File: src/rtl/fetch_pkg.sv
// rtl/fetch_pkg.sv - shared widths, constants and buffer entry type for the dual fetch unit
package fetch_pkg;

  localparam int                 INSTR_W          = 32;
  localparam logic [INSTR_W-1:0] NOP_INSTR        = 32'h0000_0000;
  localparam logic [31:0]        DEFAULT_RESET_PC = 32'h0000_0000;

  typedef struct packed {
    logic [INSTR_W-1:0] instr;
    logic [31:0]        pc;
  } fetch_entry_t;

endpackage

File: src/rtl/fetch_fifo.sv
// rtl/fetch_fifo.sv - circular instruction buffer, up to two pushes and two pops per cycle, with flush
module fetch_fifo
  import fetch_pkg::*;
#(
  parameter int DEPTH = 8
) (
  input  logic                     clk,
  input  logic                     reset,
  input  logic                     flush,
  input  logic [1:0]               push_cnt,
  input  fetch_entry_t             push_tdata0,
  input  fetch_entry_t             push_tdata1,
  input  logic [1:0]               pop_cnt,
  output fetch_entry_t             head0,
  output fetch_entry_t             head1,
  output logic [$clog2(DEPTH):0]   count
);

  localparam int PTR_W = $clog2(DEPTH);
  localparam int CNT_W = PTR_W + 1;

  fetch_entry_t     mem [DEPTH];
  logic [PTR_W-1:0] rd_ptr;
  logic [PTR_W-1:0] wr_ptr;
  logic [PTR_W-1:0] rd_ptr1;
  logic [PTR_W-1:0] wr_ptr1;
  logic [1:0]       pop_eff;

  assign rd_ptr1 = rd_ptr + PTR_W'(1);
  assign wr_ptr1 = wr_ptr + PTR_W'(1);

  // never pop past what is stored, so the count cannot underflow
  always_comb begin
    pop_eff = pop_cnt;
    if (CNT_W'(pop_cnt) > count) pop_eff = count[1:0];
  end

  always_ff @(posedge clk) begin
    if (reset || flush) begin
      rd_ptr <= '0;
      wr_ptr <= '0;
      count  <= '0;
    end else begin
      rd_ptr <= rd_ptr + PTR_W'(pop_eff);
      wr_ptr <= wr_ptr + PTR_W'(push_cnt);
      count  <= count + CNT_W'(push_cnt) - CNT_W'(pop_eff);
    end
  end

  always_ff @(posedge clk) begin
    if (!reset && !flush) begin
      if (push_cnt != 2'd0) mem[wr_ptr]  <= push_tdata0;
      if (push_cnt == 2'd2) mem[wr_ptr1] <= push_tdata1;
    end
  end

  assign head0 = mem[rd_ptr];
  assign head1 = mem[rd_ptr1];

endmodule

File: src/rtl/fetch_dual.sv
// rtl/fetch_dual.sv - dual-wide fetch: PC, request and squash control around fetch_fifo
// FETCH_PERF_EN adds a saturating counter of starved, unstalled decode cycles on perf_bubbles.
module fetch_dual
  import fetch_pkg::*;
#(
  parameter logic [31:0] RESET_PC = DEFAULT_RESET_PC,
  parameter int          DEPTH    = 8
) (
  input  logic               reloj,
  input  logic               reset,
  output logic               imem_rd_en,
  output logic [31:0]        imem_addr,
  input  logic [63:0]        imem_data,
  input  logic               dec_stall,
  output logic [INSTR_W-1:0] inst1,
  output logic [INSTR_W-1:0] inst2,
  output logic               valid1,
  output logic               valid2,
  output logic [3:0]         pc_4,
  output logic [3:0]         pc_8,
  input  logic               redirect,
  input  logic [31:0]        redirect_pc,
  output logic [31:0]        perf_bubbles
);

  localparam int CNT_W = $clog2(DEPTH) + 1;

  logic [31:0]      fetch_pc;
  logic             skip_lo;
  logic             inflight;
  logic             inflight_skip;
  logic [31:0]      inflight_pc;
  logic [CNT_W-1:0] count;
  logic [1:0]       push_cnt;
  logic [1:0]       pop_cnt;
  logic             room;
  fetch_entry_t     push0;
  fetch_entry_t     push1;
  fetch_entry_t     head0;
  fetch_entry_t     head1;
  logic             unused_bits;

  // an outstanding response will land two entries, so reserve them before asking again
  assign room       = (DEPTH - int'(count) - (inflight ? 2 : 0)) >= 2;
  assign imem_rd_en = !reset && !redirect && room;
  assign imem_addr  = fetch_pc;

  always_comb begin
    push_cnt    = 2'd0;
    push1.instr = imem_data[63:32];
    push1.pc    = inflight_pc + 32'd4;
    push0.instr = imem_data[31:0];
    push0.pc    = inflight_pc;
    if (inflight && !redirect) begin
      if (inflight_skip) begin
        push_cnt = 2'd1;
        push0    = push1;
      end else begin
        push_cnt = 2'd2;
      end
    end
  end

  always_comb begin
    pop_cnt = 2'd0;
    if (!dec_stall && !redirect) begin
      if (count >= CNT_W'(2))     pop_cnt = 2'd2;
      else if (count != '0)       pop_cnt = 2'd1;
    end
  end

  // fetch_pc is always pair aligned; skip_lo marks a word-4 entry point
  always_ff @(posedge reloj) begin
    if (reset) begin
      fetch_pc      <= {RESET_PC[31:3], 3'b000};
      skip_lo       <= RESET_PC[2];
      inflight      <= 1'b0;
      inflight_skip <= 1'b0;
      inflight_pc   <= '0;
    end else begin
      inflight <= imem_rd_en;
      if (redirect) begin
        fetch_pc <= {redirect_pc[31:3], 3'b000};
        skip_lo  <= redirect_pc[2];
      end else if (imem_rd_en) begin
        fetch_pc      <= fetch_pc + 32'd8;
        skip_lo       <= 1'b0;
        inflight_pc   <= fetch_pc;
        inflight_skip <= skip_lo;
      end
    end
  end

  fetch_fifo #(.DEPTH(DEPTH)) u_fifo (
    .clk         (reloj),
    .reset       (reset),
    .flush       (redirect),
    .push_cnt    (push_cnt),
    .push_tdata0 (push0),
    .push_tdata1 (push1),
    .pop_cnt     (pop_cnt),
    .head0       (head0),
    .head1       (head1),
    .count       (count)
  );

  assign valid1 = count != '0;
  assign valid2 = count >= CNT_W'(2);
  assign inst1  = valid1 ? head0.instr : NOP_INSTR;
  assign inst2  = valid2 ? head1.instr : NOP_INSTR;
  assign pc_4   = valid1 ? head0.pc[31:28] : 4'h0;
  assign pc_8   = valid2 ? head1.pc[31:28] : 4'h0;

  assign unused_bits = ^{redirect_pc[1:0], head0.pc[27:0], head1.pc[27:0]};

`ifdef FETCH_PERF_EN
  logic [31:0] bubble_cnt;

  always_ff @(posedge reloj) begin
    if (reset) begin
      bubble_cnt <= '0;
    end else if (!dec_stall && !redirect && !valid1 && bubble_cnt != 32'hFFFF_FFFF) begin
      bubble_cnt <= bubble_cnt + 32'd1;
    end
  end

  assign perf_bubbles = bubble_cnt;
`else
  assign perf_bubbles = 32'h0;
`endif

endmodule

File: config.mk
export PLATFORM = sky130hd
export DESIGN_NAME = fetch_dual
export DESIGN_NICKNAME = d
export VERILOG_FILES = /design/src/rtl/fetch_pkg.sv /design/src/rtl/fetch_fifo.sv /design/src/rtl/fetch_dual.sv
export SDC_FILE = /design/constraint.sdc
export NUM_CORES = 1
export LEC_CHECK = 0
export CAP_MARGIN = 0
export CORE_ASPECT_RATIO = 0.7
export CORE_MARGIN = 10
export CORE_UTILIZATION = 55
export CTS_CLUSTER_DIAMETER = 100
export DETAILED_ROUTE_END_ITERATION = 8
export PLACE_DENSITY = 0.79
export SLEW_MARGIN = 20
export SYNTH_ARGS = -nofsm -noshare
export SYNTH_HDL_FRONTEND = slang
export SYNTH_HIERARCHICAL = 1
export SYNTH_SLANG_ARGS = --single-unit
export TNS_END_PERCENT = 50
File: constraint.sdc
create_clock -name reloj -period 8.4 [get_ports reloj]
set_input_delay 0.84 -clock reloj [delete_from_list [all_inputs] [get_ports reloj]]
set_output_delay 0.84 -clock reloj [all_outputs]
set_load 0.1 [all_outputs]
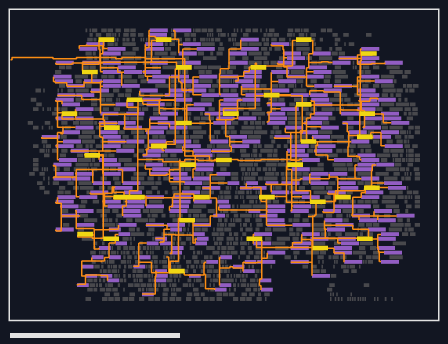
**Above:** run 1 (clock wires, drivers and flops).
Bar = 100 um.
[flip-flops] purple | count: 334
[cells driving clock nets] yellow | count: 36
[clock wires] orange | length: 4140 um
routed clock nets	37

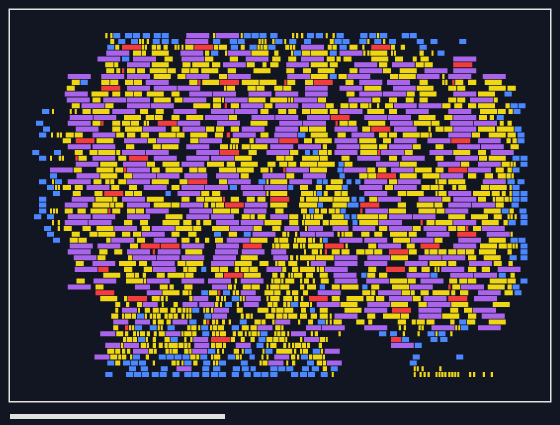
**Above:** run 1 (placement by cell class).
Bar = 100 um.
class	colour	cells	share of their area
clock drivers and dummy loads	red	62	4.5%
other buffers and delay cells	blue	231	9.6%
flip-flops	purple	334	41%
all other logic	yellow	1020	45%

==> results.tsv, run 1 <==
metric	value	unit
cp_num_buf_inv	4	
setup_viol	0	
crit_type	reg2out	
ctsHtreeMaxLevel	2	
grt_pass1_vias	14100	
drive_above_1_share	32.6	%
hold_viol	0	
cts_resized	0	
hold_class	reg2reg	
slowest_stage	clkdlybuf4s50_1	
drv_slew	0	
ios	239	
wl_met1	22.3	mm
dieArea	45700	um^2
cts-root-buf	clkbuf_16	
log.warning_count	29	
fin_crit_sh	68.7	%
met3_length	4.80	mm
fin_util	64.5	%
pwr_density_cell	260	nW/um^2
avgSynthCellArea	13.9	um^2
rr_worst_depth	15	
nets	1743	
cts_tree	done	
rows	59	
fp_util	55.6	%
antenna_found_initial	2	
insertion_delay	530	ps
slew_headroom	27.5	%
startpoint_type	flip-flop	
pre_cts_ws	2870	ps
coreArea	37100	um^2
grt-ovfl-total	0	
path_delay_family	buffers and inverters	
route.vias.total	13700	
postCtsSetupRepairBufs	0	
run_status	finished, final reports clean	
cts_sinks	334	
wirelength	56.4	mm
cap_violations	0	
worst-path-max-fanout	33	
drc_errors	0	
gp_congestion	0.874	
clock.fmax	0.173	GHz
grt_pass1_wl	86.3	mm
yosysWarnings	6	
worstMarginPinSlew	1080	ps
critPathMostFrequentCell	ha_1	
die_w	251	um
r2r_slack	3910	ps
cts.clk_slew.worst_paths	60	ps
wl_met2	27.8	mm
syn_area	20600	um^2
reg2reg_to	u_fifo/count[3]$_SDFF_PP0_	
grt_use_total	24.3	%
vdd_ir_drop_max	0.000207	V
fin_skew	13.7	ps
grt_max_degree	59	
fin_setup_tns	0	ps
cp-end-kind	output pin	
die_y	182	um
cp.required	7560	ps
cts_buffer_depth	3	
vias_per_cell	6.40	
drt_pass1_iterations	5	
crit_chain	inv_1, ha_1, inv_1, ha_1, ha_1, and3_1, a211oi_2, nand3_2, inv_2, clkdlybuf4s50_1	
routedWlPerCell	26.4	um
netlist_instances	1480	
cp.arrival	4930	ps
cpPeakStageDelay	1250	ps
cts_buffers	36	
cp-startpoint	u_fifo/count[1]$_SDFF_PP0_	
fin_crit	5770	ps
worst_hold_slack	459	ps
hold_buffers	0	
top_layer_used	met4	
area_delta_synth_final	16.0	%
endpoint	imem_rd_en	
rsz0062_at_grt	no	
cp.depth	10	
dp_hpwl	34.2	mm
io_buffers	201	
p_leak	7.92	nW
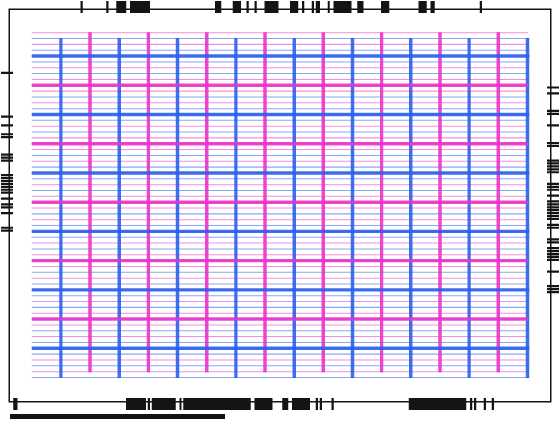
**Above:** run 1 (supply network).
Bar = 100 um. Pins as bars on the die edge.
net	colour
VSS	blue
VDD	magenta
signal pins	239
rows	59
met1 rails	60

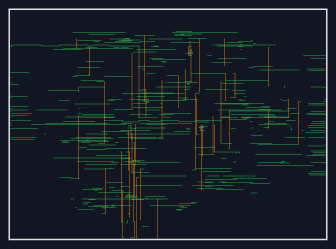
**Above:** run 1 (signal wires by layer).
Only two layers are drawn.
layer	colour	wire length
met3	green	4800 um
met4	orange	1440 um

-- run 1: metrics by stage --
| step | area, um^2 | total power, mW | instances |
|---|---|---|---|
| after global routing | 23900 | 6.41 | 2136 |
| after CTS | 23900 | 6.23 | 2134 |
| final | 23900 | 6.20 | 2137 |
| after global placement | 22800 | 4.76 | 2072 |
| after detailed placement | 22800 | 4.79 | 2072 |
| after floorplan | 20700 | 4.11 | 1514 |
-- run 1: area by class of cell --
| cell class | count | area (um^2) |
|---|---|---|
| fill | 2657 | 13200 |
| multi-input combinational | 989 | 10300 |
| sequential | 334 | 9580 |
| timing repair buffer | 231 | 2240 |
| clock buffer | 54 | 1010 |
| tap | 488 | 611 |
| inverter | 31 | 116 |
| clock inverter | 8 | 32.5 |
| antenna | 2 | 5.00 |
-- run 1: worst register-to-register path, cell delays in order, from the launching register on --
cell and delay, ps:
dfxtp_1 430, inv_1 110, ha_1 200, or4_1 650, buf_4 370, nor4b_1 420
inv_1 80, ha_1 290, nand2_1 50, o211ai_1 140, mux2i_1 350, fa_1 510
ha_1 290, a21o_1 160, a21oi_1 170, mux2i_1 200
-- run 1: per-layer routing --
layer	vias up	GRT usage, %
li1	5958	-
met1	6935	32.2
met2	693	40.1
met3	101	4.37
met4	0	7.62
met5	-	0
-- run 1: worst min-delay path by stage --
stage / startpoint / end / slack, ps / cells past startpoint
final: skip_lo$_SDFFE_PP0P_ / inflight_skip$_SDFFE_PP0P_ / 460 / 2
after global routing: skip_lo$_SDFFE_PP0P_ / inflight_skip$_SDFFE_PP0P_ / 490 / 2
after global placement: skip_lo$_SDFFE_PP0P_ / inflight_skip$_SDFFE_PP0P_ / 440 / 2
after detailed placement: skip_lo$_SDFFE_PP0P_ / inflight_skip$_SDFFE_PP0P_ / 450 / 2
after floorplan: skip_lo$_SDFFE_PP0P_ / inflight_skip$_SDFFE_PP0P_ / 430 / 2
after CTS: skip_lo$_SDFFE_PP0P_ / inflight_skip$_SDFFE_PP0P_ / 460 / 2
-- run 1: registers in the layout, summed over array words and instances, names as in the netlist --
register,count
u_fifo/wr_ptr,3
u_fifo/mem,288
inflight,1
skip_lo,1
inflight_pc,4
imem_addr,29
u_fifo/rd_ptr,3
u_fifo/count,4
inflight_skip,1
-- run 1: power breakdown --
group	internal, mW	switching (mW)	total, mW
Clock	0.826	0.627	1.45
Sequential	1.85	0.0637	1.91
Combinational	0.754	2.09	2.84
-- run 1: cell usage in the layout (no fill, tap or decap), types with 9 or more instances in the layout --
| master | count |
|---|---|
| mux4_2 | 144 |
| or3_1 | 9 |
| nor3_1 | 9 |
| nand4_1 | 9 |
| clkdlybuf4s50_1 | 201 |
| o211ai_1 | 9 |
| clkbuf_16 | 37 |
| dfxtp_1 | 43 |
| buf_4 | 29 |
| mux2_1 | 70 |
| nor2_1 | 17 |
| nand3_1 | 19 |
| nand2_1 | 152 |
| a21oi_1 | 20 |
| clkbuf_1 | 15 |
| nor2b_1 | 38 |
| inv_1 | 29 |
| and2_1 | 40 |
| edfxtp_1 | 288 |
| ha_1 | 15 |
| conb_1 | 35 |
| mux2_2 | 291 |
## Run 2: what changed since run 1
==> constraint.sdc (replaced) <==
create_clock -name reloj -period 5.8 [get_ports reloj]
set_input_delay 0.58 -clock reloj [delete_from_list [all_inputs] [get_ports reloj]]
set_output_delay 0.58 -clock reloj [all_outputs]
set_load 0.1 [all_outputs]
==> results.tsv, run 2 <==
metric	value	unit
route.vias.total	13700	
setup_viol	0	
worst-path-max-fanout	30	
hold_depth	2	
rows	59	
gp_congestion	0.873	
log.warning_count	31	
design_area	24000	um^2
largest_register_ffs	288	
worstMarginPinSlew	1090	ps
cts-root-buf	clkbuf_16	
routedWlPerCell	26.4	um
cts.clk_slew.worst_paths	60	ps
ios	239	
dp_hpwl	34.7	mm
rsz0062_at_grt	no	
dpl_cell_area	22900	um^2
grt_use_total	24.1	%
swShare	44.9	%
clock_power_share	24.0	%
hold_class	reg2reg	
fin_setup_tns	0	ps
regMostFlops	u_fifo/mem	
cts_resized	0	
io_buffers	201	
area_delta_synth_final	16.4	%
p_sw	4.09	mW
hold_viol	0	
fin_skew	20.6	ps
netlist_instances	1480	
crit_chain	ha_4, buf_4, mux4_2, mux2_2, and2_1, clkdlybuf4s50_1	
grt-ovfl-total	0	
reg2reg_to	u_fifo/count[3]$_SDFF_PP0_	
run_status	finished, final reports clean	
slowest_stage	clkdlybuf4s50_1	
drive_above_1_share	33.2	%
clock.fmax	0.218	GHz
cap_violations	0	
die_y	182	um
cts_sinks	334	
nets	1748	
avgSynthCellArea	13.9	um^2
min_from	skip_lo$_SDFFE_PP0P_	
fp_util	55.6	%
hold_buffers	0	
crit_type	reg2out	
path_delay_family	buffers and inverters	
drt_pass1_iterations	8	
worst_hold_slack	462	ps
syn_area	20600	um^2
p_leak	7.98	nW
startpoint_type	flip-flop	
internal-power	5.03	mW
postCtsSetupRepairBufs	0	
vdd_ir_drop_max	0.000342	V
drv_slew	0	
vias_per_cell	6.40	
yosysWarnings	6	
slew_headroom	26.4	%
die_w	251	um
==> run 2: final cells by class <==
cell class,instances,area [um^2]
inverter,31,116
fill,2664,13100
timing repair buffer,236,2280
antenna,1,2.50
clock buffer,46,960
tap,488,611
multi-input combinational,989,10300
sequential,334,9580
clock inverter,17,129
==> run 2: stage by stage <==
step                total power, mW  worst slack, ps
CTS                            9.15             1110
global placement               6.91             1590
floorplan                      5.96              723
global route                   9.39              999
finish                         9.12             1200
detailed placement             6.96             1410
==> run 2: power by group through the flow <==
stage	Sequential, mW	Combinational [mW]	Clock [mW]
after global routing	2.75	4.33	2.30
final	2.74	4.18	2.19
after floorplan	2.94	3.02	0
after global placement	2.79	4.13	0
after detailed placement	2.79	4.17	0
after CTS	2.74	4.19	2.22
==> run 2: worst max path at each step <==
stage                                        endpoint  slack, ps  cells after the start
after global routing                         inst2[3]       1000                      6
after CTS                                    inst2[3]       1110                      6
after global placement    u_fifo/mem[2][58]$_DFFE_PP_       1590                      7
after detailed placement   u_fifo/count[3]$_SDFF_PP0_       1410                     14
final                                        inst2[3]       1200                      6
after floorplan           u_fifo/mem[0][28]$_DFFE_PP_        720                      6
==> run 2: worst min-delay path, delay by kind of cell, from the launching register on <==
family | cells | cell delay [ps]
AND-OR/OR-AND | 1 | 50
flip-flops | 1 | 310
AND/OR/NAND/NOR | 1 | 50
==> run 2: routing by layer <==
metal / up-vias / global-route usage [%] / wire [um] / share of wire (%)
met5: - / 0 / 30 / 0.053
met1: 6956 / 31.0 / 22200 / 39
li1: 5956 / - / - / -
met2: 679 / 40.5 / 27900 / 49
met3: 113 / 4.95 / 5000 / 8.9
met4: 4 / 7.33 / 1340 / 2.4
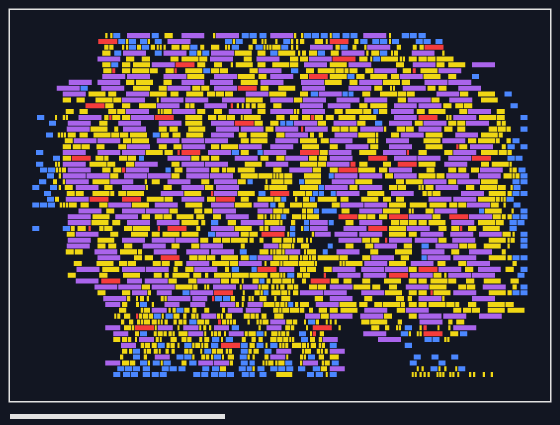
**Above:** run 2 (placement by cell class).
Bar = 100 um.
class	colour	cells	share of their area
all other logic	yellow	1020	45%
other buffers and delay cells	blue	236	9.8%
flip-flops	purple	334	41%
clock drivers and dummy loads	red	63	4.7%

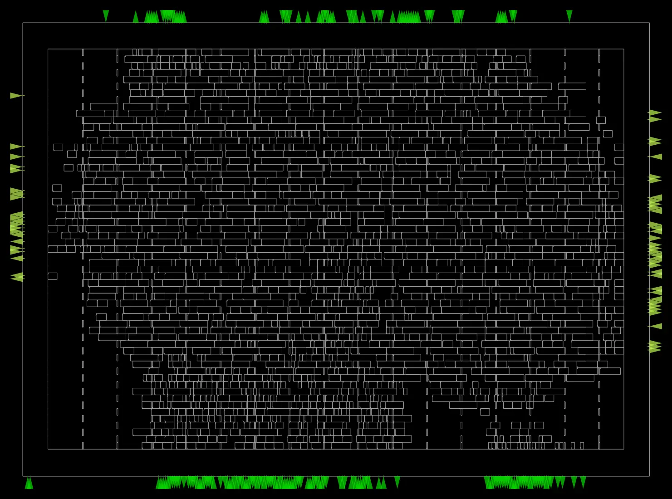
**Above:** run 2 (cell placement).
fin cells: 2142
Seq cells: 334
Taps Inserted: 488
Final Util: 64.7%
Fillers: 2664

Power and IR drop assume default switching activity.
